`src/rtl/wash_cycle_ctrl.sv`:
```
// Washing-machine sequencer: SOAK, WASH, then N x (RINSE, SPIN), DONE, with
// internal per-phase down-counters, lid pause/resume and cancel.
module wash_cycle_ctrl #(
   parameter int CNT_W = 16,
   parameter int REP_W = 2
) (
   input  logic             clk,
   input  logic             rst,
   input  logic             start,
   input  logic             cancel,
   input  logic             lid,
   input  logic             tick,
   input  logic [CNT_W-1:0] soak_time,
   input  logic [CNT_W-1:0] wash_time,
   input  logic [CNT_W-1:0] rinse_time,
   input  logic [CNT_W-1:0] spin_time,
   input  logic [REP_W-1:0] rinse_reps,
   output logic [2:0]       state,
   output logic             soak_en,
   output logic             wash_en,
   output logic             rinse_en,
   output logic             spin_en,
   output logic             door_lock,
   output logic             busy,
   output logic             done,
   output logic [CNT_W-1:0] remaining,
   output logic [REP_W-1:0] rinse_left
);

   typedef enum logic [2:0] {
      S_IDLE  = 3'd0,
      S_SOAK  = 3'd1,
      S_WASH  = 3'd2,
      S_RINSE = 3'd3,
      S_SPIN  = 3'd4,
      S_PAUSE = 3'd5,
      S_DONE  = 3'd6
   } state_t;

   state_t           state_q, state_d;
   state_t           saved_q, saved_d;
   logic             start_q;
   logic             start_edge;
   logic             latch;
   logic [CNT_W-1:0] cnt_q, cnt_d;
   logic [REP_W-1:0] rl_q, rl_d;
   logic [CNT_W-1:0] soak_q, wash_q, rinse_q, spin_q;

   assign start_edge = start & ~start_q;

   always_comb begin
      state_d = state_q;
      saved_d = saved_q;
      cnt_d   = cnt_q;
      rl_d    = rl_q;
      latch   = 1'b0;
      case (state_q)
         S_IDLE: begin
            if (start_edge && !lid && !cancel) begin
               latch   = 1'b1;
               state_d = S_SOAK;
               cnt_d   = soak_time;
               rl_d    = (rinse_reps == '0) ? REP_W'(1) : rinse_reps;
            end
         end
         S_SOAK, S_WASH, S_RINSE, S_SPIN: begin
            if (cancel) begin
               state_d = S_IDLE;
               cnt_d   = '0;
               rl_d    = '0;
            end else if (lid) begin
               // Counter is left untouched so the phase resumes where it stopped.
               state_d = S_PAUSE;
               saved_d = state_q;
            end else if (cnt_q == '0) begin
               case (state_q)
                  S_SOAK: begin
                     state_d = S_WASH;
                     cnt_d   = wash_q;
                  end
                  S_WASH: begin
                     state_d = S_RINSE;
                     cnt_d   = rinse_q;
                  end
                  S_RINSE: begin
                     state_d = S_SPIN;
                     cnt_d   = spin_q;
                  end
                  default: begin
                     rl_d = rl_q - REP_W'(1);
                     if (rl_d != '0) begin
                        state_d = S_RINSE;
                        cnt_d   = rinse_q;
                     end else begin
                        state_d = S_DONE;
                     end
                  end
               endcase
            end else if (tick) begin
               cnt_d = cnt_q - CNT_W'(1);
            end
         end
         S_PAUSE: begin
            if (cancel) begin
               state_d = S_IDLE;
               cnt_d   = '0;
               rl_d    = '0;
            end else if (start_edge && !lid) begin
               state_d = saved_q;
            end
         end
         S_DONE: begin
            state_d = S_IDLE;
            if (cancel) begin
               cnt_d = '0;
               rl_d  = '0;
            end
         end
         default: state_d = S_IDLE;
      endcase
   end

   always_ff @(posedge clk) begin
      if (rst) begin
         state_q   <= S_IDLE;
         saved_q   <= S_IDLE;
         start_q   <= 1'b0;
         cnt_q     <= '0;
         rl_q      <= '0;
         soak_en   <= 1'b0;
         wash_en   <= 1'b0;
         rinse_en  <= 1'b0;
         spin_en   <= 1'b0;
         door_lock <= 1'b0;
         busy      <= 1'b0;
         done      <= 1'b0;
      end else begin
         state_q   <= state_d;
         saved_q   <= saved_d;
         start_q   <= start;
         cnt_q     <= cnt_d;
         rl_q      <= rl_d;
         // Decoded from next-state so the flags line up with the state code.
         soak_en   <= (state_d == S_SOAK);
         wash_en   <= (state_d == S_WASH);
         rinse_en  <= (state_d == S_RINSE);
         spin_en   <= (state_d == S_SPIN);
         door_lock <= (state_d == S_SOAK) || (state_d == S_WASH) ||
                      (state_d == S_RINSE) || (state_d == S_SPIN);
         busy      <= (state_d != S_IDLE);
         done      <= (state_d == S_DONE);
      end
   end

   // Durations are captured only on a start from IDLE.
   always_ff @(posedge clk) begin
      if (latch) begin
         soak_q  <= soak_time;
         wash_q  <= wash_time;
         rinse_q <= rinse_time;
         spin_q  <= spin_time;
      end
   end

   assign state      = state_q;
   assign remaining  = cnt_q;
   assign rinse_left = rl_q;

endmodule

```
`config.mk`:
```
export PLATFORM = sky130hd
export DESIGN_NAME = wash_cycle_ctrl
export DESIGN_NICKNAME = d
export VERILOG_FILES = /design/src/rtl/wash_cycle_ctrl.sv
export SDC_FILE = /design/constraint.sdc
export NUM_CORES = 1
export LEC_CHECK = 0
export CORE_ASPECT_RATIO = 0.75
export CORE_MARGIN = 2
export CORE_UTILIZATION = 49
export DETAILED_ROUTE_END_ITERATION = 10
export PLACE_DENSITY = 0.81
export SYNTH_ARGS = -nofsm -noshare
export SYNTH_HDL_FRONTEND = slang
export SYNTH_SLANG_ARGS = --single-unit
```
`constraint.sdc`:
```
create_clock -name clk -period 9.8 [get_ports clk]
set_input_delay 2.94 -clock clk [delete_from_list [all_inputs] [get_ports clk]]
set_output_delay 2.94 -clock clk [all_outputs]
set_load 0.05 [all_outputs]
```
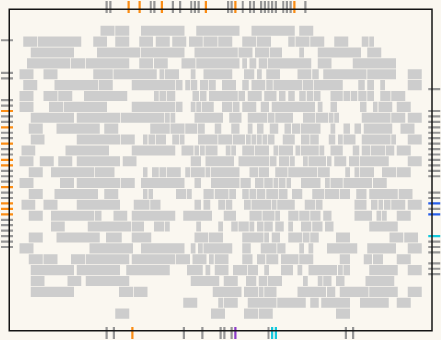
Fig. 1. Ports around the boundary (run 1).
Scale: 4 px per um. Pins as bars across the die edge, other pins in grey.
port	colour	pins	direction	edge
`rinse_reps`	blue	2	input	right
`state`	cyan	3	output	2 bottom, 1 right
`rinse_time`	orange	16	input	9 left, 6 top, 1 bottom
`tick`	purple	1	input	bottom

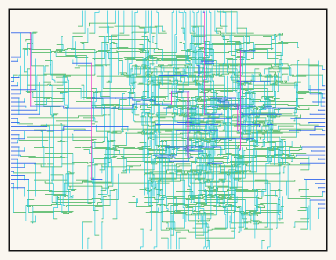
Fig. 2. Wiring by layer (run 1).
Scale: 3 px per um.
layer	colour	wire length
met4	magenta	165 um
met2	cyan	4010 um
met3	blue	608 um
met1	green	4230 um
gr usage total: 22.09%
WL/cell: 16.39 um
routed via count: 3079
Routed WL: 9012 um

==> impl_metrics.yaml, run 1 <==
# yosys + openroad results
placed_design:
  dpl_cell_area_sq_mm: 0.004826
  gp_congestion: 0.9000
status:
  run_status: "complete, no violations"
cells_and_area:
  nNonClkInverters: 8
  stdcell_count: 550
  comb_area_share_pct: 31.46
  final_layout_size_suffix_gt1_share_pct: 6.904
  area.growth.synth_to_final_pct: 32.64
  seq_area_sq_mm: 0.002082
power:
  p_clk_share_pct: 28.2
  p_seq_share_pct: 49.0
synth:
  dominantRegCellSynth: "edfxtp_1"
  synthArstFlopShare_pct: 0
  yosysWarnings: 0
  topCellsByArea: "edfxtp_1 38%, dfxtp_1 17%, mux2i_1 5.6%"
  yosysTopAreaCellShare_pct: 38.21
  synth_cell_types: 52
  ys_sh_aoi_pct: 17.71
  syn_inst: 355
grt:
  use_met2_pct: 33.74
  grt_max_degree: 43
clock_tree:
  cts_buffers: 9
  cts_setup_buffers: 0
  ctsResizeCount: 0
  clk_path_buf_depth: 2
  cts_sinks: 80
worst_setup_path:
  worstPathMaxFanout: 29
die:
  die_h_um: 79.99
route:
  dr.pass1.iters: 4
  topRoutingLayerUsed: "met4"
sta:
  hold_viol: 0
  timing.fmax_ghz: 0.1788
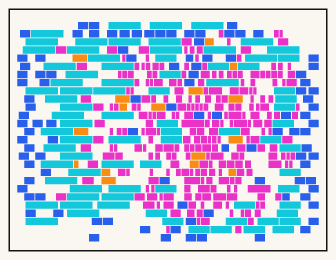
Fig. 3. Placement by cell class (run 1).
Scale: 3 px per um.
class	colour	cells	share of their area
clock drivers and dummy loads	orange	16	3.6%
other buffers and delay cells	blue	102	21%
all other logic	magenta	251	33%
flip-flops	cyan	80	43%
Cell Rows: 27
final core occ: 67.63%
core box area: 0.007398 sq mm
final design instance area without fill: 0.005004 sq mm
flop share of the area: 41.61%

run 1: critical path: stages:
cell and delay, ns:
clkdlybuf4s50_1 0.54, or3b_1 0.50, o21ai_0 0.21, o221ai_1 0.24
a31oi_2 0.99, a21bo_1 0.31, a21oi_1 0.14
run 1: registers in the layout (all words and copies together) (netlist names), 2 cells and up:
name / cells
rinse_left: 2
spin_q: 16
wash_q: 16
saved_q: 3
state: 3
rinse_q: 16
remaining: 16
run 1: worst paths after layout:
check	endpoint	slack (ns)	cells after the start
max	remaining[2]$_SDFFE_PP0P_	4.21	7
min	rinse_left[1]$_SDFFE_PP0P_	0.50	2
max reg2reg	remaining[2]$_SDFFE_PP0P_	6.33	8
min reg2reg	rinse_left[1]$_SDFFE_PP0P_	0.50	2
## Run 2: what changed since run 1
- clock period: 9.8 -> 5.8 ns (I/O delays scaled with it)
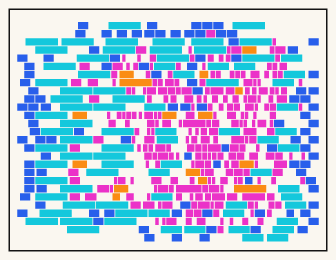
Fig. 4. Placement by cell class (run 2).
Scale: 3 px per um.
class	colour	cells	share of their area
all other logic	magenta	251	33%
flip-flops	cyan	80	42%
other buffers and delay cells	blue	104	21%
clock drivers and dummy loads	orange	15	4.4%
final core occ: 68.48%
flop share of the area: 41.10%
final design instance area without fill: 0.005066 sq mm

==> run 2 against run 1 <==
Effect of this change: total power up 80%; clock skew is 0.0040 ns higher; sequential power increased by 69%; sequential cell count unchanged; hold slack barely moved; critical endpoint is now rinse_q[15]$_DFFE_PP_; largest cell class unchanged; global-route usage increased by 0.91 points; final area up 1.3%; register-to-register slack worse by 3.7 ns; via count rose by 3.4%.
==> impl_metrics.yaml, run 2 <==
# yosys + openroad results
die:
  coreArea_sq_mm: 0.007398
  die_h_um: 79.99
cells_and_area:
  comb_area_share_pct: 31.24
  area.growth.synth_to_final_pct: 34.30
  final_layout_size_suffix_gt1_share_pct: 7.111
  stdcell_count: 551
synth:
  dominantRegCellSynth: "edfxtp_1"
  yosysTopAreaCellShare_pct: 38.21
  syn_inst: 355
  yosysWarnings: 0
  topCellsByArea: "edfxtp_1 38%, dfxtp_1 17%, mux2i_1 5.6%"
  synthArstFlopShare_pct: 0
  synth_cell_types: 52
worst_setup_path:
  crit_end: "rinse_q[15]$_DFFE_PP_"
  worstSetupPathDepth: 4
  critPathBufInv: 2
  rrSetupSlack_ns: 2.59
  crit_chain: "clkdlybuf4s50_1 -> or3b_1 -> nor4b_4 -> buf_4"
route:
  routed_wl_um: 9501
  wl_per_cell_um: 17.24
clock_tree:
  cts_setup_buffers: 0
status:
  run_status: "complete, no violations"
placed_design:
  dpl_cell_area_sq_mm: 0.004850
power:
  p_seq_share_pct: 46.1
grt:
  use_met2_pct: 35.48
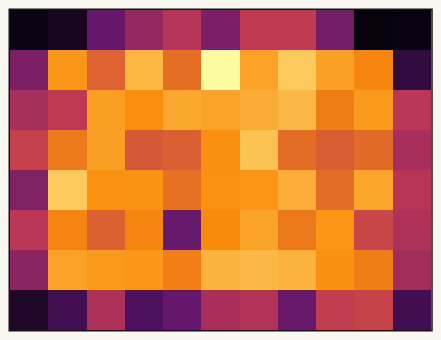
Fig. 5. Cell area per tile (run 2).
Scale: 4 px per um. The die is cut into 11 by 8 equal tiles; black is low, pale yellow is high, 0 to 100% covered.
tiles over 75% full	36%
densest ninth of the die	centre
mean over tiles	59%
floorplan core density: 50.99%

-- run 2: power groups by stage --
stage / logic (uW) / registers, uW / clock network, uW
after floorplan: 149 / 699 / 0
after global placement: 294 / 659 / 0
after detailed placement: 299 / 660 / 0
after CTS: 301 / 647 / 463
after global routing: 329 / 651 / 486
final: 304 / 648 / 453
-- run 2: cells by family (layout without fill, tap and decap cells) --
kind of cell / Yosys count / count (layout) / share of synthesized area, %
flops: 80 / 80 / 55.19
xor+xnor: 7 / 7 / 1.625
simple gates: 106 / 106 / 14.53
buf+inv: 32 / 127 / 3.482
compound gates: 103 / 103 / 17.71
fa+ha+maj: 3 / 3 / 0.9951
mux: 24 / 24 / 6.468
## Run 3: what changed since run 2
- CORE_UTILIZATION: 49 -> 44
- PLACE_DENSITY: 0.81 -> 0.76
- clock period: 5.8 -> 3.5 ns (I/O delays scaled with it)
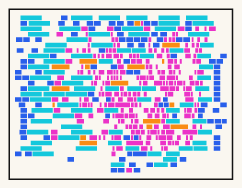
Fig. 6. Placement by cell class (run 3).
Scale: 2 px per um.
class	colour	cells	share of their area
flip-flops	cyan	80	41%
clock drivers and dummy loads	orange	16	5.4%
other buffers and delay cells	blue	109	21%
all other logic	magenta	251	32%

==> run 3 against run 2 <==
Effect of this change: synthesized area is the same; sequential cell count is the same; non-clock buffer count grew 5; synthesized cell count is the same; sequential share of layout area shrank 0.90 points; clock-buffer cell count grew 1; global-route usage shrank 2.2 points; cell count grew 2.4%; total power grew 75%; critical endpoint is now remaining[1]$_SDFFE_PP0P_; hold slack gained 0.016 ns; register-to-register slack lost 1.7 ns; highest routed layer unchanged.
==> impl_metrics.yaml, run 3 <==
# yosys + openroad results
power:
  peakVddDrop_v: 0.0002966
  leakagePower_uw: 0.001804
die:
  die_h_um: 84.19
  initCoreUtil_pct: 45.01
  rows: 29
  coreArea_sq_mm: 0.008382
min_path:
  whs_endpoint: "rinse_left[1]$_SDFFE_PP0P_"
  hold_path_class: "reg2reg"
synth:
  mux_area_share_pct: 6.468
  syn_inst: 355
  logic_family: "AND-OR/OR-AND gates"
  simple_gate_share_pct: 14.53
  synthXorXnorAreaFrac_pct: 1.625
  ys_sh_aoi_pct: 17.71
  dominantRegCellSynth: "edfxtp_1"
  synthArstFlopShare_pct: 0
  synth_cell_types: 52
  yosysWarnings: 0
  topCellsByArea: "edfxtp_1 38%, dfxtp_1 17%, mux2i_1 5.6%"
  adder_share_pct: 0.9950
  yosysTopAreaCellShare_pct: 38.21
clock_tree:
  ctsResizeCount: 0
  cts_tree: "yes"
  cts_setup_buffers: 0
route:
  drt_first_iter_violations: 175
  wl_per_cell_um: 16.84
  routed_wl_um: 9496
sta:
  setup_viol: 0
  maxSlewViolCount: 0
  period_minus_slack_ns: 3.034
  hold_viol: 0
cells_and_area:
  area.growth.synth_to_final_pct: 37.31
  stdcell_count: 564
  final_layout_size_suffix_gt1_share_pct: 8.114
placed_design:
  dp.cells: 548
  gp_congestion: 0.8984
worst_setup_path:
  crit_end: "remaining[1]$_SDFFE_PP0P_"
  worstSetupPathDepth: 8
  rrSetupSlack_ns: 0.90
  startpoint_type: "primary input"
  crit_chain: "clkdlybuf4s50_1 -> or3b_1 -> o21ai_0 -> o221ai_1 -> a31oi_2 -> buf_4 -> nor2_1 -> a211oi_1"
  critPathBufInv: 2
grt:
  antenna_found_initial: 0
  use_met2_pct: 32.01
status:
  run_status: "complete, no violations"
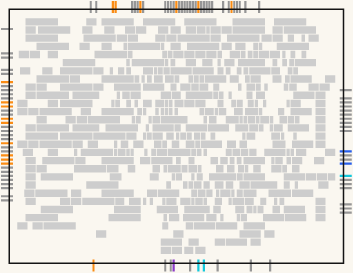
Fig. 7. Ports around the boundary (run 3).
Scale: 3 px per um. Pins as bars across the die edge, other pins in grey.
port	colour	pins	direction	edge
`rinse_reps`	blue	2	input	right
`tick`	purple	1	input	bottom
`rinse_time`	orange	16	input	9 left, 6 top, 1 bottom
`state`	cyan	3	output	2 bottom, 1 right
all pins by edge	35 top, 34 left, 21 right, 10 bottom

run 3: layout make-up:
cell class                      instances  area (sq um)
Clock buffer                           10         229.0
Clock inverter                          6         45.04
Fill cell                             695          3202
Inverter                                8         30.03
Multi-Input combinational cell        243          1583
Sequential cell                        80          2082
Tap cell                              108         135.1
Timing Repair Buffer                  109          1076
run 3: report_power, final:
part | switching, uW | internal [uW] | total (uW)
registers | 39.5 | 1040 | 1080
logic | 295 | 220 | 515
clock network | 380 | 483 | 863
run 3: metrics by stage:
step	utilization [%]	instance area, sq um	power [uW]	hold WS (ns)	setup TNS, ns
finish	61.80	5180	2455	0.5123	0
CTS	61.80	5180	2465	0.5084	0
global route	61.80	5180	2556	0.5422	0
global placement	58.53	4906	1594	0.4754	0
floorplan	-	3789	1406	0.4634	-3.619
detailed placement	58.53	4906	1603	0.4989	0
Power is estimated from default activity; no workload was simulated.
